### Supply network, run 1

(4 px per um) Pins as bars on the die edge.
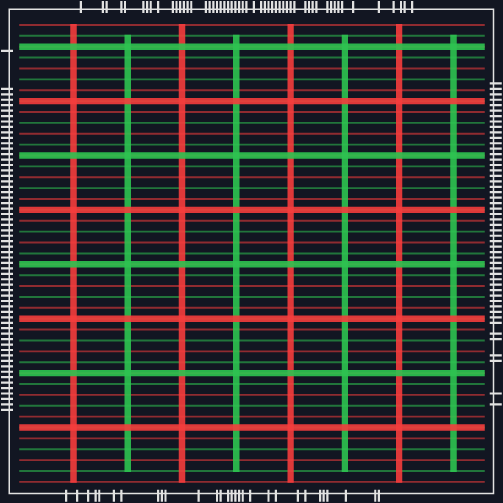
### Cell area per tile, run 1

(2 px per um) 12 x 12 tiles, from white (low) to dark blue (high), 0 to 100% covered.
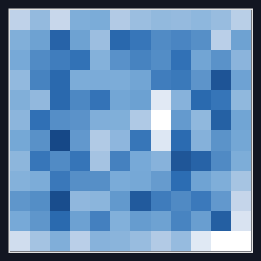
### Met4 routing, run 1

(3 px per um)
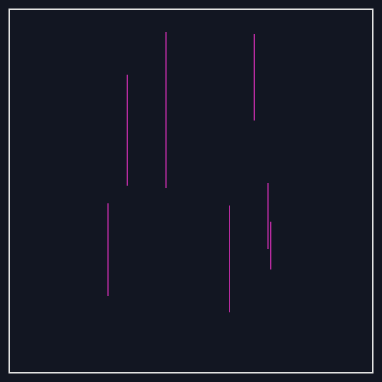
==> config.mk <==
export PLATFORM = sky130hd
export DESIGN_NAME = wb_xfer_ctrl
export DESIGN_NICKNAME = d
export VERILOG_FILES = /design/src/rtl/wb_xfer_ctrl_pkg.sv /design/src/rtl/wb_xfer_timer.sv /design/src/rtl/wb_xfer_ctrl.sv
export SDC_FILE = /design/constraint.sdc
export NUM_CORES = 1
export LEC_CHECK = 0
export CORE_MARGIN = 2
export CORE_UTILIZATION = 38
export DETAILED_ROUTE_END_ITERATION = 8
export GPL_TIMING_DRIVEN = 1
export PLACE_DENSITY_LB_ADDON = 0.05
export SLEW_MARGIN = 20
export SYNTH_ARGS = -nofsm -noshare
export SYNTH_HDL_FRONTEND = slang
export SYNTH_SLANG_ARGS = --single-unit
==> constraint.sdc <==
create_clock -name wb_clk_i -period 5.3 [get_ports wb_clk_i]
set_input_delay 1.06 -clock wb_clk_i [delete_from_list [all_inputs] [get_ports wb_clk_i]]
set_output_delay 1.06 -clock wb_clk_i [all_outputs]
set_load 0.005 [all_outputs]
==> flow_metrics.tcl, run 1 <==
# flow metrics
set metrics [dict create \
    cts_made_buffers 17 \
    largest_class "flip-flops and latches" \
    grt_pass1_wl_um 20900 \
    stdcell_count 838 \
    grt_max_degree 86 \
    gr-max-usage-layer "met2" \
    crit_slowest_cell "inv_2" \
    place_ws_ps 1340 \
    flop_cell "dfrtp_1" \
    area_growth_pct 53.6 \
    final_antenna_net_count 0 \
    drt_iter0_drc 169 \
    skew_ps 10.2 \
    clk_pin_slew_ps 50 \
    n_clock_buffer 22 \
    cts_num_sinks 130 \
    drtPass1Iterations 4 \
    rsz0062_at_grt "no" \
    wl_met3_um 1170 \
    crit_chain "clkdlybuf4s50_1 > or3b_1 > or3_1 > inv_2 > and3_4 > nand2_1 > mux2_4" \
    antenna_cells 0 \
    globalRouteMet3Util 0.0896 \
    mostFrequentLayoutCell "clkdlybuf4s50_1" \
    nNonClkInverters 6 \
    whs_ps 475 \
    synth_cell_types 33 \
    end_kind "register" \
    cts-htree-levels 4 \
    hold_class "register to register" \
    leakage_nw 3.72 \
    logic_area_sq_mm 0.00182 \
    syn_inst 452 \
    fin_crit_sh 0.657 \
    track_usage 0.187 \
    syn-cell-area_sq_mm 0.00517 \
    regArea_sq_mm 0.00325 \
    top_cells_by_count "nand2_1 (161), dfrtp_1 (130), mux2_2 (49)" \
    outcome "completed" \
    drv_cap 0 \
    layout.nets 728 \
    post_synth.cell_area_avg_sq_um 11.4 \
    largest_area_cell "dfrtp_1" \
    fin_crit_ps 3480 \
    ys_area_sq_mm 0.00517 \
    rr_worst_depth 8 \
    grt_use_met2 0.300 \
    synthArstFlopShare 1.00 \
]
-- 'Supply network' (at the start) --
[VSS] red
[VDD] green
met5 straps: 8
rows: 42
core area: 0.0133 sq mm
worst vdd ir: 0.231 mV
Die X: 121 um
Die Span Y: 121 um

-- 'Cell area per tile' (at the start) --
nearly empty tiles: 2.1%
mean over tiles: 53%
tiles over 75% full: 11%
Final Core Density: 0.598
initial core utilization: 0.389

-- 'Met4 routing' (at the start) --
longest straight run: 51.7 um
main direction: vertical
nets with wire on the layer: 4
Vias: 3944
Total Wirelength: 12900 um

## run 1: critical path: cells and delay by family
family	cells	cell delay [ps]
simple gates	4	1390
buf+inv	2	1040
mux	1	290
## run 1: power by group
part | switching (mW) | internal, mW | total [mW]
logic | 0.373 | 0.621 | 0.994
registers | 0.173 | 1.26 | 1.43
clock network | 0.423 | 0.881 | 1.30
total | 0.969 | 2.76 | 3.73
## run 1: logic make-up after synthesis
family / share of synthesized area
AND/OR/NAND/NOR: 0.175
flip-flops: 0.629
multiplexers: 0.110
buffers and inverters: 0.0210
XOR/XNOR: 0.0355
AND-OR/OR-AND: 0.0160
adder cells (fa/ha/maj): 0.0145
### Routing congestion map, run 1

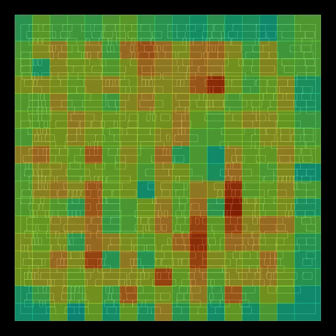

==> inputs of run 2 (changes only) <==
==> constraint.sdc (replaced) <==
create_clock -name wb_clk_i -period 3.1 [get_ports wb_clk_i]
set_input_delay 0.62 -clock wb_clk_i [delete_from_list [all_inputs] [get_ports wb_clk_i]]
set_output_delay 0.62 -clock wb_clk_i [all_outputs]
set_load 0.005 [all_outputs]
### Routing congestion map, run 2

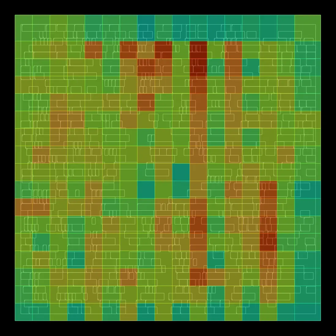
GR Util met1: 0.209
global routing's busiest layer: met2

==> flow_metrics.tcl, run 2 <==
# flow metrics
set metrics [dict create \
    outcome "completed" \
    grt_max_degree 89 \
    leakage_nw 3.73 \
    fin_crit_ps 2550 \
    fin_crit_sh 0.822 \
    vias 3881 \
    synthMuxAreaShare 0.110 \
    layout.nets 733 \
    antenna_cells 0 \
    clk-power_mw 2.08 \
    cts_made_buffers 17 \
    drtPass1Iterations 6 \
    skew_ps 6.74 \
    post_synth.cell_area_avg_sq_um 11.4 \
    clk_pin_slew_ps 50 \
    track_usage 0.183 \
    pg_comb_mw 1.72 \
    simple_gate_share 0.175 \
    syn-cell-area_sq_mm 0.00517 \
    synth_cell_types 33 \
    rr_worst_depth 8 \
    largest_area_cell "dfrtp_1" \
    mostFrequentLayoutCell "clkdlybuf4s50_1" \
    adder_share 0.0145 \
    cts-htree-levels 4 \
    crit_slowest_cell "or3_1" \
    die_h_um 121 \
    seqPwrFrac 0.392 \
    dieWidth_um 121 \
    drt_iter0_drc 137 \
    wl_met3_um 1260 \
    peakVddDrop_mv 0.458 \
    hold_class "register to register" \
    grt_pass1_wl_um 20500 \
    final_antenna_net_count 0 \
    flop_cell "dfrtp_1" \
    area_growth_pct 53.8 \
    path_delay_family "simple AND/OR/NAND/NOR gates" \
    xor_share 0.0355 \
    maxPowerGroup "sequential cells" \
    end_kind "register" \
    cp_num_buf_inv 2 \
    clkPwrFrac 0.333 \
    p_comb_frac 0.275 \
    ys_area_sq_mm 0.00517 \
    initCoreUtil 0.389 \
]
==> run 2: cell types whose count changed in the layout (fill, tap and decap cells not counted), sizes merged <==
| cell | change |
|---|---|
| clkbuf | +2 |
| clkinv | -3 |
| bufinv | -1 |
| buf | +5 |
| inv | -1 |
==> run 2: through the flow <==
stage	cells	setup slack, ps	hold slack, ps	util
after CTS	840	550	479	0.599
after detailed placement	811	181	464	0.552
after global routing	840	438	500	0.599
after global placement	811	231	456	0.552
after floorplan	452	839	470	-
final	840	552	475	0.599
==> run 2: cell type report <==
cell class                      instances  area, sq um  area share
Tap cell                              176          220      0.0277
Sequential cell                       130         3250       0.409
Timing Repair Buffer                  202         2020       0.254
Inverter                                6         26.3     0.00330
Multi-Input combinational cell        297         1820       0.229
Clock buffer                           24          492      0.0618
Clock inverter                          5          125      0.0157
### Cell area per tile, run 2

(2 px per um) 12 x 12 tiles, from white (low) to dark blue (high), 0 to 100% covered.
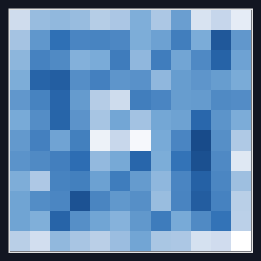

==> inputs of run 3 (changes only) <==
==> constraint.sdc (replaced) <==
create_clock -name wb_clk_i -period 2.3 [get_ports wb_clk_i]
set_input_delay 0.46 -clock wb_clk_i [delete_from_list [all_inputs] [get_ports wb_clk_i]]
set_output_delay 0.46 -clock wb_clk_i [all_outputs]
set_load 0.005 [all_outputs]
### Cell area per tile, run 3

(2 px per um) 12 x 12 tiles, from white (low) to dark blue (high), 0 to 100% covered.
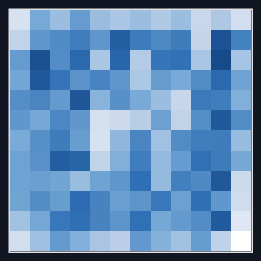
emptiest ninth of the die: middle
tiles over 75% full: 10%
nearly empty tiles: 0.70%
mean over tiles: 54%
Final Core Density: 0.607

==> flow_metrics.tcl, run 3 <==
# flow metrics
set metrics [dict create \
    outcome "completed" \
    stdcell_count 852 \
    ys_top_logic_family "simple AND/OR/NAND/NOR gates" \
    gr-max-usage-layer "met2" \
    synth_cell_types 33 \
    drtPass1Iterations 4 \
    routed_wl_um 12700 \
    grt_use_met1 0.213 \
    leakage_nw 3.78 \
    cp_num_buf_inv 3 \
    mostFrequentLayoutCell "clkdlybuf4s50_1" \
    xor_share 0.0355 \
    compound_area_frac 0.0160 \
    rr_worst_depth 9 \
    synthMuxAreaShare 0.110 \
    end_kind "register" \
    layout.nets 742 \
    dieWidth_um 121 \
    vias 3993 \
    path_delay_family "simple AND/OR/NAND/NOR gates" \
    wl_met3_um 1230 \
    peakVddDrop_mv 0.572 \
    fin_crit_sh 0.970 \
    cts_num_sinks 130 \
    switching_power_mw 2.17 \
    place_ws_ps -319 \
    clk-power_mw 2.57 \
    grt_use_met2 0.290 \
    syn_inst 452 \
    cts_made_buffers 17 \
    flop_cell "dfrtp_1" \
    clkPwrFrac 0.312 \
    post_synth.cell_area_avg_sq_um 11.4 \
    hold_class "primary input to asynchronous set/reset pin" \
    maxPowerGroup "sequential cells" \
    fin_crit_ps 2230 \
    antenna_cells 0 \
    logic_area_sq_mm 0.00184 \
    globalRouteMet3Util 0.0821 \
]
run 3: cell counts after synthesis:
No cell type changed its count.
run 3: kinds of logic (layout without fill, tap and decap cells):
group	Yosys count	after routing
mux	50	50
buf+inv	25	249
xor+xnor	21	21
simple gates	209	209
flops	130	130
fa+ha+maj	6	6
compound gates	11	11
run 3: worst register-to-register path, delay by kind of cell, from the launching register on:
kind	cells	cell delay (ps)
adder cells (fa/ha/maj)	1	160
buffers and inverters	3	350
XOR/XNOR	1	130
AND/OR/NAND/NOR	3	830
flip-flops	1	370
AND-OR/OR-AND	1	260
run 3: area by class of cell:
class,instances,area share
Clock inverter,4,0.00558
Timing Repair Buffer,211,0.268
Multi-Input combinational cell,297,0.228
Inverter,6,0.00326
Sequential cell,130,0.403
Tap cell,176,0.0273
Clock buffer,28,0.0653
No activity file was given, so power comes from the tool's default toggle rates.
